Design fib_engine_flat, sky130hd; sources not shown.
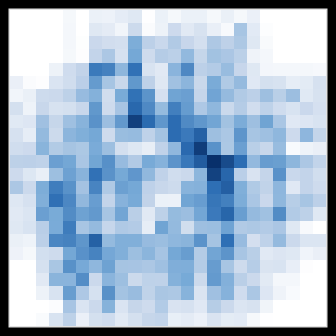
(images/wire_density.png)
The die is cut into 24 by 24 equal tiles; white is low, dark blue is high, scaled to the fullest tile. Values are wire area over tile area, all layers added.
mean over tiles: 0.17
nearly empty tiles: 12%
densest ninth of the die: center
fullest tile: 0.59
Post-Route WL: 15500 µm
GRT Util Overall: 22.7%
wire length per cell: 16.1 µm
DR vias: 5454

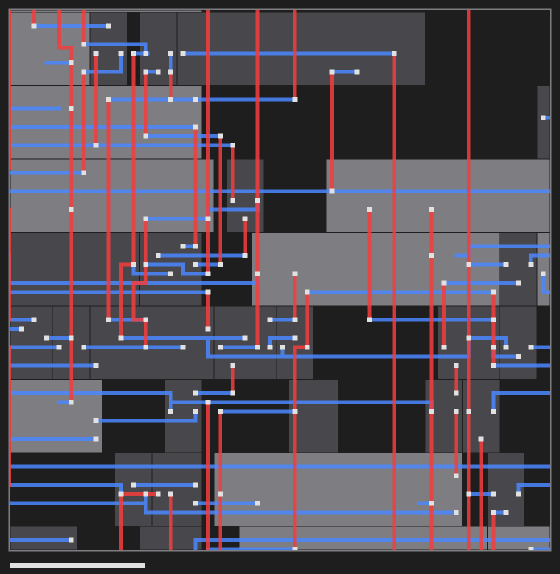
(images/zoom.png)
The bar under the picture is 5 µm long. Window x 78 to 98, y 78 to 98 µm. Cells in gray, sequential cells in the stronger gray; small squares are vias.
[met1] blue
[met2] red
most frequent: nand2_1 (9), dfrtp_1 (5)
cells with their middle in the window: 26
sequential cells in the window: 5

==> impl_metrics.tcl <==
# yosys + openroad results
set metrics [dict create \
    setup_viol 0 \
    htreeDepth 3 \
    clock_area_share_pct 3.77 \
    top_area_share_pct 42.7 \
    fp_util_pct 49.2 \
    seqPwrFrac_pct 28.5 \
    power_switching_mw 3.01 \
    syn_area_per_cell_um2 8.94 \
    slew_headroom_pct 49.4 \
    powerClk_mw 0.939 \
    pwr-share-comb_pct 57.8 \
    drc 0 \
    drv_slew 0 \
    synthTopCellsByArea "dfrtp_1 43%, nand2_1 7.4%, ha_1 6.8%" \
    dieArea_mm2 0.0139 \
    sequentialPower_mw 1.96 \
    die_y_um 118 \
    reg2regPathDepth 12 \
    top_cells_by_count "122 x nand2_1, 106 x dfrtp_1, 50 x nor2_1" \
    rsz0062_at_grt "false" \
    internal_power_mw 3.87 \
    cts_made_buffers 9 \
    crit_fanout 16 \
    postPlaceCellArea_mm2 0.00743 \
    cp.required_ns 3.92 \
    slowest_delay_ns 0.41 \
    antenna_found_initial 0 \
    layout_min_cycle_time_ns 3.43 \
    seq_area_mm2 0.00265 \
    comb_area_share_pct 43.1 \
    met2_length_um 7260 \
    use_met1_pct 31.1 \
    adder_share_pct 7.17 \
    synth.distinct_cells 53 \
    critPathLaunchType "flip-flop" \
    buffers 119 \
    clkbuf_count 12 \
    buffer_area_share_pct 15.4 \
    finalInstanceArea_mm2 0.00772 \
    cp.arrival_ns 3.65 \
    grt_pass1_vias 5315 \
    worstMarginPinSlew_ns 0.760 \
    mux_area_share_pct 5.80 \
    grt-ovfl-total 0 \
    pin_count 110 \
    synthToLayoutAreaGrowth_pct 24.3 \
    drtAntennaViolNets 0 \
    clk_pin_slew_ns 0.07 \
    outcome "finished, final reports clean" \
    vdd_drop_max_v 0.000297 \
    whs_ns 0.491 \
    wl_met3_um 633 \
    final_cell_mix "122 x nand2_1, 108 x clkdlybuf4s50_1, 106 x dfrtp_1" \
    warnings 27 \
    yosysChipArea_mm2 0.00621 \
    post-cts-setup-buffers 0 \
    critPathKind "reg2reg" \
    cts_tree "done" \
    finClkSkew_ns 0.00904 \
    end_kind "flip-flop" \
    clock_path_buffers 2 \
    inv_count 13 \
    drive_gt1_share_pct 9.03 \
    pg_comb_mw 3.98 \
    taps 172 \
    flop-count 106 \
]
Power and IR drop assume default switching activity.
